Figure 1. Routing congestion (run 1).
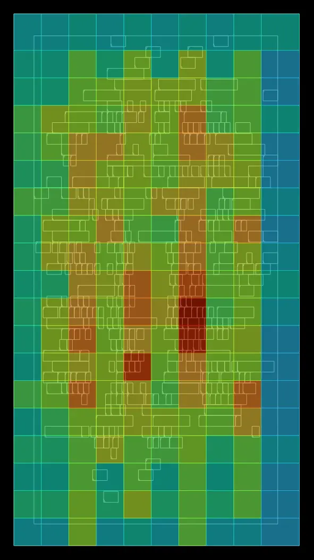
Figure 2. Gate families picked out (run 1).
Scale: 4 px per µm.
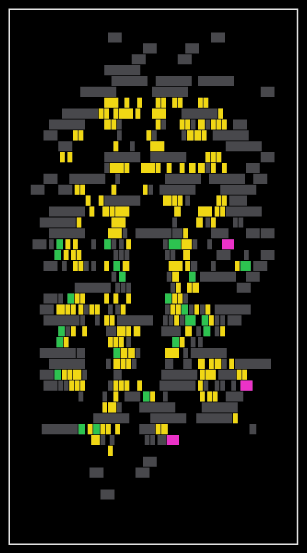
Figure 3. Wiring by layer (run 1).
Scale: 4 px per µm. Only two layers are drawn.
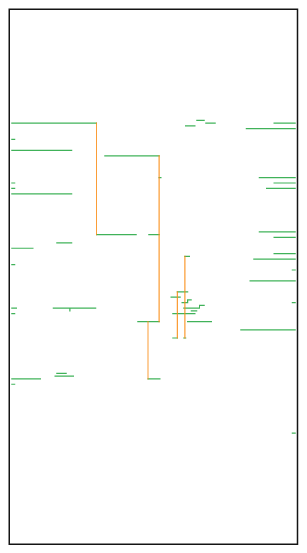
**src/rtl/keypad_bcd_entry_ctrl.sv**
```systemverilog
// Keypad digit entry controller: debounces ten decimal key lines, rejects
// multi-key presses, shifts accepted digits into a packed-BCD accumulator and
// hands the finished number downstream over a valid/ready handshake.
//
//   state     | meaning
//   ----------+--------------------------------------------------------------
//   IDLE      | waiting for a key press or an enter request
//   DEB_PRESS | counting identical samples of the latched key pattern
//   WAIT_REL  | key accepted (or rejected), waiting for all keys released
//   DEB_REL   | counting consecutive all-released samples
//   HOLD      | number committed, out_valid high until the handshake
module keypad_bcd_entry_ctrl #(
    parameter int DIGITS     = 4,
    parameter int DEB_CYCLES = 4
) (
    input  logic                         clk,
    input  logic                         rst_n,
    input  logic [9:0]                   d_in,
    input  logic                         enter,
    input  logic                         clear,
    output logic [4*DIGITS-1:0]          bcd_out,
    output logic [$clog2(DIGITS+1)-1:0]  digit_count,
    output logic                         out_valid,
    input  logic                         out_ready,
    output logic                         err
);

    localparam int CW = $clog2(DIGITS + 1);
    localparam int NW = $clog2(DEB_CYCLES + 1);
    localparam logic [CW-1:0] DIGITS_C = CW'(DIGITS);
    localparam logic [NW-1:0] DEB_C    = NW'(DEB_CYCLES);
    localparam logic [NW-1:0] CNT_ONE  = NW'(1);

    typedef enum logic [2:0] {
        IDLE, DEB_PRESS, WAIT_REL, DEB_REL, HOLD
    } state_t;

    state_t              state_q, state_n;
    logic [9:0]          key_q, key_n;
    logic [NW-1:0]       cnt_q, cnt_n;
    logic [4*DIGITS-1:0] bcd_q, bcd_n;
    logic [CW-1:0]       count_q, count_n;
    logic                err_q, err_n;
    logic                one_hot;
    logic [4*DIGITS-1:0] dig_ext;

    // Highest set line wins; only meaningful once the pattern is known one-hot.
    function automatic logic [3:0] encode(input logic [9:0] k);
        logic [3:0] e;
        e = '0;
        for (int i = 0; i < 10; i++) begin
            if (k[i]) e = 4'(i);
        end
        return e;
    endfunction

    assign one_hot = (key_q != '0) && ((key_q & (key_q - 10'd1)) == '0);

    // Next-state, accumulator and error-pulse logic.
    always_comb begin
        state_n        = state_q;
        key_n          = key_q;
        cnt_n          = cnt_q;
        bcd_n          = bcd_q;
        count_n        = count_q;
        err_n          = 1'b0;
        dig_ext        = '0;
        dig_ext[3:0]   = encode(key_q);
        if (clear) begin
            state_n = IDLE;
            bcd_n   = '0;
            count_n = '0;
        end else begin
            case (state_q)
                IDLE: begin
                    if (d_in != '0) begin
                        key_n   = d_in;
                        cnt_n   = CNT_ONE;
                        state_n = DEB_PRESS;
                    end else if (enter && count_q != '0) begin
                        state_n = HOLD;
                    end
                end
                DEB_PRESS: begin
                    if (d_in != key_q) begin
                        state_n = IDLE;
                    end else if (cnt_q == DEB_C) begin
                        state_n = WAIT_REL;
                        if (!one_hot || count_q == DIGITS_C) begin
                            err_n = 1'b1;
                        end else begin
                            bcd_n   = (bcd_q << 4) | dig_ext;
                            count_n = count_q + 1'b1;
                        end
                    end else begin
                        cnt_n = cnt_q + 1'b1;
                    end
                end
                WAIT_REL: begin
                    if (d_in == '0) begin
                        cnt_n   = CNT_ONE;
                        state_n = DEB_REL;
                    end
                end
                DEB_REL: begin
                    if (d_in != '0) begin
                        state_n = WAIT_REL;
                    end else if (cnt_q == DEB_C) begin
                        state_n = IDLE;
                    end else begin
                        cnt_n = cnt_q + 1'b1;
                    end
                end
                HOLD: begin
                    // out_valid is high throughout HOLD, so ready alone completes the handshake.
                    if (out_ready) begin
                        bcd_n   = '0;
                        count_n = '0;
                        state_n = WAIT_REL;
                    end
                end
                default: state_n = IDLE;
            endcase
        end
    end

    // State and datapath registers.
    always_ff @(posedge clk or negedge rst_n) begin
        if (!rst_n) begin
            state_q <= IDLE;
            key_q   <= '0;
            cnt_q   <= '0;
            bcd_q   <= '0;
            count_q <= '0;
            err_q   <= 1'b0;
        end else begin
            state_q <= state_n;
            key_q   <= key_n;
            cnt_q   <= cnt_n;
            bcd_q   <= bcd_n;
            count_q <= count_n;
            err_q   <= err_n;
        end
    end

    assign bcd_out     = bcd_q;
    assign digit_count = count_q;
    assign out_valid   = (state_q == HOLD);
    assign err         = err_q;

endmodule
```
**config.mk**
```make
export PLATFORM = sky130hd
export DESIGN_NAME = keypad_bcd_entry_ctrl
export DESIGN_NICKNAME = d
export VERILOG_FILES = /design/src/rtl/keypad_bcd_entry_ctrl.sv
export SDC_FILE = /design/constraint.sdc
export NUM_CORES = 1
export LEC_CHECK = 0
export ABC_AREA = 1
export CORE_ASPECT_RATIO = 2
export CORE_MARGIN = 5
export CORE_UTILIZATION = 30
export CTS_CLUSTER_SIZE = 28
export DETAILED_ROUTE_END_ITERATION = 16
export PLACE_DENSITY_LB_ADDON = 0.2
export SETUP_SLACK_MARGIN = 0.02
export SYNTH_ARGS = -nofsm -noshare
export SYNTH_HDL_FRONTEND = slang
export SYNTH_SLANG_ARGS = --single-unit
```
**constraint.sdc**
```tcl
create_clock -name clk -period 5.37 [get_ports clk]
set_clock_uncertainty 0.1 [all_clocks]
set_input_delay 0.8055 -clock clk [delete_from_list [all_inputs] [get_ports clk]]
set_output_delay 0.8055 -clock clk [all_outputs]
set_load 0.02 [all_outputs]
```
==> out/summary.txt, run 1 <==
status: completed
P_leak: 1.425 nW
pin count of the biggest net entering global routing: 37
Achievable Freq: 0.3505 GHz
Slew @ Worst Pin: 828.8 ps
Root Buffer: clkbuf_16
ys async rst share: 100.0%
Cell area leaders: dfrtp_1 (39%), nand2_1 (21%), nor2_1 (6.9%), inv_1 (5.4%), nand3_2 (5.3%)
Maximum Capacitance Violations: 0
Final Worst Setup Slack: 2517 ps
Hold Slack: 366.4 ps
Inverters, non-clock: 40
slowest CP cell: clkdlybuf4s50_1
Clock transition at path regs: 60 ps
wl on met1: 2338 µm
first-pass GRT wire length: 9563 µm
CP top delay family: buffers and inverters
GR Util met3: 2.568%
cts repair resizes: 0
uppermost layer routed: met4
Post-synth seq share: 39.47%
cts bufs inserted: 5
Clock Power: 0.000296 W
Sequential Area: 900.9 µm²
RSZ-0062 raised after global routing: false
vias in the first global route: 2,142
Antenna Violating Nets Remaining: 0
P_seq: 0.000349 W
Area Growth Syn to Fin: 24.18%
post-synth top area cell: dfrtp_1
Cell variety after synth: 29
post-synthesis compound-gate area fraction: 5.208%
layout cell share with drive strength beyond 1: 9.563%
RR Startpoint: key_q[4]
CP Cell Sequence: clkdlybuf4s50_1 > inv_2 > nand3b_1 > nand2_1 > a21oi_2 > buf_4 > nand2_2 > nand2_1 > nand2_1
clk_lat worst skew: 280 ps
worst reg2reg setup slack: 2980 ps
Net Switching: 0.0002910 W
Pins Over Slew Limit: 0
I/O Pins: 36
P_int: 0.0005940 W
Fin. Hold Viols: 0
WHS Path Cells: 2
Rel. slew slack: 44.74%
met1 Resource Use GR: 15.47%
tool warnings: 28
crit end category: flop
Main synth FF type: dfrtp_1
largest cell class by area: multi-input combinational cells
Max rail drop VDD: 0.1490 mV
minimum clock period: 2853 ps
nonclk buf count: 36
XORs/XNORs by Area: 1.151%
Placement Setup Slack: 2212 ps
Critical Path RT: 5440 ps
post-cts hold buffer count: 0
number of logic gates: 246
Crit path depth: 9
Area leader share: 39.47%
TNS Setup: 0 ps
fin util: 37.84%
combinational gate power: 0.000240 W
Initial Util: 30.48%
clock share of power: 33.4%
Max Root-Sink Buffers: 2
die area: 9558 µm²
fin area: 2834 µm²
# Cells Yosys: 330
Ys Warns: 0
WS Path Type: in -> reg
n_diodes: 0
Back to the opening pictures, Figure 1:
post-DR wirelength/cell: 11.67 µm
grt met2 use: 20.13%

Back to the opening pictures, Figure 2:
NAND gates: shown in yellow, cells 167. XOR/XNOR gates: shown in magenta, cells 3. inverting AOI/OAI gates: shown in green, cells 22.
fin cells: 460
Top cell excl fill/tap: nand2_1
Comb area share: 41.02%

Back to the opening pictures, Figure 3:
metal 4: shown in orange, wire length 116 µm. metal 3: shown in green, wire length 256 µm.
vias post-DR: 2,154
Total Wirelength: 5366 µm
Tot GR Track Use: 12.23%

[run 1: cells in the final DEF, fill, tap and decap left out, drive strengths merged, types with 2 or more instances in the layout]
master,instances
xnor2,3
buf,2
nor2,45
ha,4
a21oi,4
clkbuf,7
o21ai,16
dfrtp,36
nand3,33
clkdlybuf4s50,34
or2,2
nand3b,2
nand4,4
nand2,128
inv,40
[run 1: Yosys cell counts (all sizes together), types with 2 or more instances]
library cell,number
or2,2
clkbuf,3
buf,5
ha,4
dfrtp,36
nor2,45
o21ai,16
xnor2,3
a21oi,4
nand4,4
nand3b,2
inv,40
nand2,128
nand3,33
[run 1: flip-flops by register name, summed over array words and instances (netlist names)]
register	count
bcd_out	16
key_q	10
cnt_q	3
digit_count	3
state_q	3
err	1
Figure 4. Met1 routing (run 1).
Scale: 4 px per µm. Supply wires on this layer in gray.
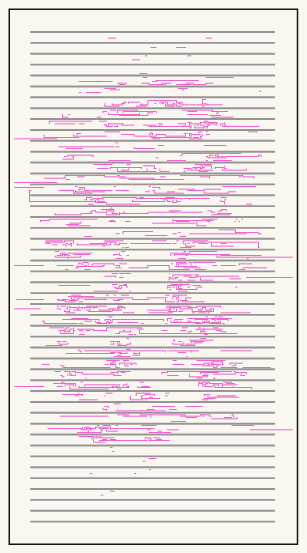

==> run 1 -> run 2 <==
==> constraint.sdc (replaced) <==
create_clock -name clk -period 2.4 [get_ports clk]
set_clock_uncertainty 0.1 [all_clocks]
set_input_delay 0.36 -clock clk [delete_from_list [all_inputs] [get_ports clk]]
set_output_delay 0.36 -clock clk [all_outputs]
set_load 0.02 [all_outputs]
Figure 5. Met1 routing (run 2).
Scale: 4 px per µm. Supply wires on this layer in gray.
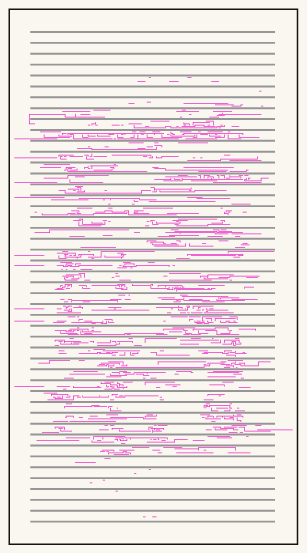
The layer holds 47% of the routed length. 348 nets have wire on it. The layer carries 2,510 µm of wire.
met1 Resource Use GR: 15.90%
vias post-DR: 2,107

Figure 6. Layout detail (run 2).
Window x 21 to 51, y 78 to 108 µm. Cells in gray, sequential cells in the stronger gray; small squares are vias.
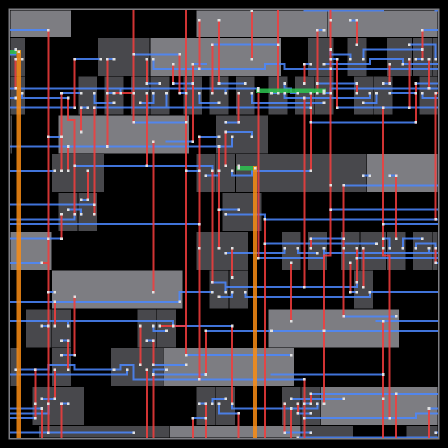
metal 2: shown in red. metal 3: shown in green. metal 1: shown in blue. metal 4: shown in orange.
Netlist names of flops here include bcd_out (8), digit_count (1). 58 logic cells have their middle in the window. Sequential cells in the window: 9. Most frequent: nand2_1 (29), dfrtp_1 (9), nor2_1 (7).

==> out/summary.txt, run 2 <==
count leader, synth: nand2_1
cts repair resizes: 0
# Cells Yosys: 330
Final setup viols: 0
first-pass GRT wire length: 9584 µm
highest-power group: registers
CP Launch Type: flop
Post-route DRC: 0
PortBufs: 35
Max Root-Sink Buffers: 2
Initial Util: 30.48%
Cell variety after synth: 29
synthesized area: 2282 µm²
P_int: 0.001304 W
Post-synth seq share: 39.47%
pin count of the biggest net entering global routing: 37
Net Switching: 0.0006570 W
H-tree Lvls: 2
fin cells: 465
Rel. slew slack: 43.45%
Nets: 389
crit path launch: state_q[1]
CP top delay family: buffers and inverters
Main synth FF type: dfrtp_1
post-cts hold buffer count: 0
Commonest cells post-synth: nand2_1 (126), nor2_1 (42), dfrtp_1 (36), inv_1 (33), nand3_1 (21)
routability cong.: 0.8243
ys async rst share: 100.0%
most numerous logic cells after layout: nand2_1 (126), nor2_1 (42), dfrtp_1 (36)
Cell area leaders: dfrtp_1 (39%), nand2_1 (21%), nor2_1 (6.9%), inv_1 (5.4%), nand3_2 (5.3%)
Achievable Freq: 0.4548 GHz
minimum clock period: 2199 ps
Critical Path RT: 1940 ps
Fin. Hold Viols: 0
Clock transition at path regs: 60 ps
FP Rows: 45
CP Cell Sequence: inv_2 > nand2_1 > nor2_1 > clkdlybuf4s50_1
status: completed
wl on met1: 2510 µm
post-synth top area cell: dfrtp_1
CP max FO: 4
Largest register FFs: 16
fin area: 2865 µm²
P_leak: 1.452 nW
Top cell excl fill/tap: nand2_1
Detailed Routing Iterations Pass 1: 4
CTS tree: built
die area: 9558 µm²
Seq pwr share: 39.7%
Hold Slack: 88.82 ps
WS Path Type: reg -> out
Placement Setup Slack: 85.91 ps
uppermost layer routed: met4
FF+latch count, synth: 36
Root Buffer: clkbuf_16
grt met2 use: 19.52%
RR Startpoint: digit_count[0]
Most Crowded Layer GR: met2
combinational gate power: 0.000547 W
cts bufs inserted: 5
Max rail drop VDD: 0.2990 mV
tool warnings: 28
arrival time worst endpoint: 1740 ps
post-DP HPWL: 3944 µm
Area Growth Syn to Fin: 25.55%
fin util: 38.26%
initial antenna violation count: 0
Sequential Area: 900.9 µm²
Ys Warns: 0
Clock Power: 0.000635 W
Hold Crit Class: in -> async
Die Wd: 71.68 µm
max incr delay on CP: 660 ps
Buf/Inv on CP: 2
Tot GR Track Use: 12.27%
I/O Pins: 36
crit share post-route: 91.61%
Avg Inst Size Synth: 6.916 µm²
Syn Nets: 349
Sw Share: 33.50%
Tot Pwr: 0.001961 W
vias per cell: 4.531
Area after DPL: 2721 µm²
Slew @ Worst Pin: 848.2 ps
Pins Over Slew Limit: 0
total congestion overflow: 0
Total Wirelength: 5366 µm
post-DR wirelength/cell: 11.54 µm
clock sinks: 36
met3 WL: 191 µm
GR Util met3: 2.190%
Maximum Capacitance Violations: 0
TNS Setup: 0 ps
Synth Instances: 330
slowest CP cell: clkdlybuf4s50_1
vias in the first global route: 2,092
Area leader share: 39.47%
DP Cell Count: 457
n_diodes: 0
YS chip area: 2282 µm²
# Post-CTS Setup Buffers: 0
DRT iter0 DRCs: 208
Power Density: 684.4 nW/µm²
P_seq: 0.000779 W
combinational fraction of design power: 27.9%
fillers: 803
met2 wire len: 2550 µm
clk_lat worst skew: 280 ps
RSZ-0062 raised after global routing: false
area of the multi-input gates: 1162 µm²
Post-synth EDFFs: 0
Antenna Violating Nets Remaining: 0
core footprint: 7488 µm²
die height: 133.3 µm
Final Worst Setup Slack: 201.3 ps
layout cell share with drive strength beyond 1: 11.05%
crit end category: primary output
clock share of power: 32.4%
## run 2: final timing paths
path,to,slack (ps),depth (start not counted)
setup / recovery,out_valid,200,4
min in group clk,bcd_out[13],370,2
max in group asynchronous,bcd_out[1],1580,1
setup reg to reg,bcd_out[6],280,12
hold reg to reg,bcd_out[13],370,2
hold / removal,cnt_q[2],90,1
## run 2: cell type report
type	instances	area share [%]
clock buffer	5	4.367
sequential	36	31.44
inverter	40	5.240
clock inverter	3	0.6550
multi-input combinational	246	40.57
timing repair buffer	41	13.62
tap	94	4.105
## run 2: kinds of logic after synthesis
family          Yosys count  synth area share (%)
fa+ha+maj                 4                 2.193
compound gates           22                 5.208
flops                    36                 39.47
simple gates            216                 41.89
xor+xnor                  3                 1.152
buf+inv                  48                 9.594
mux                       1                0.4934
Power figures rest on the tool's default switching activity, not on a simulated workload.
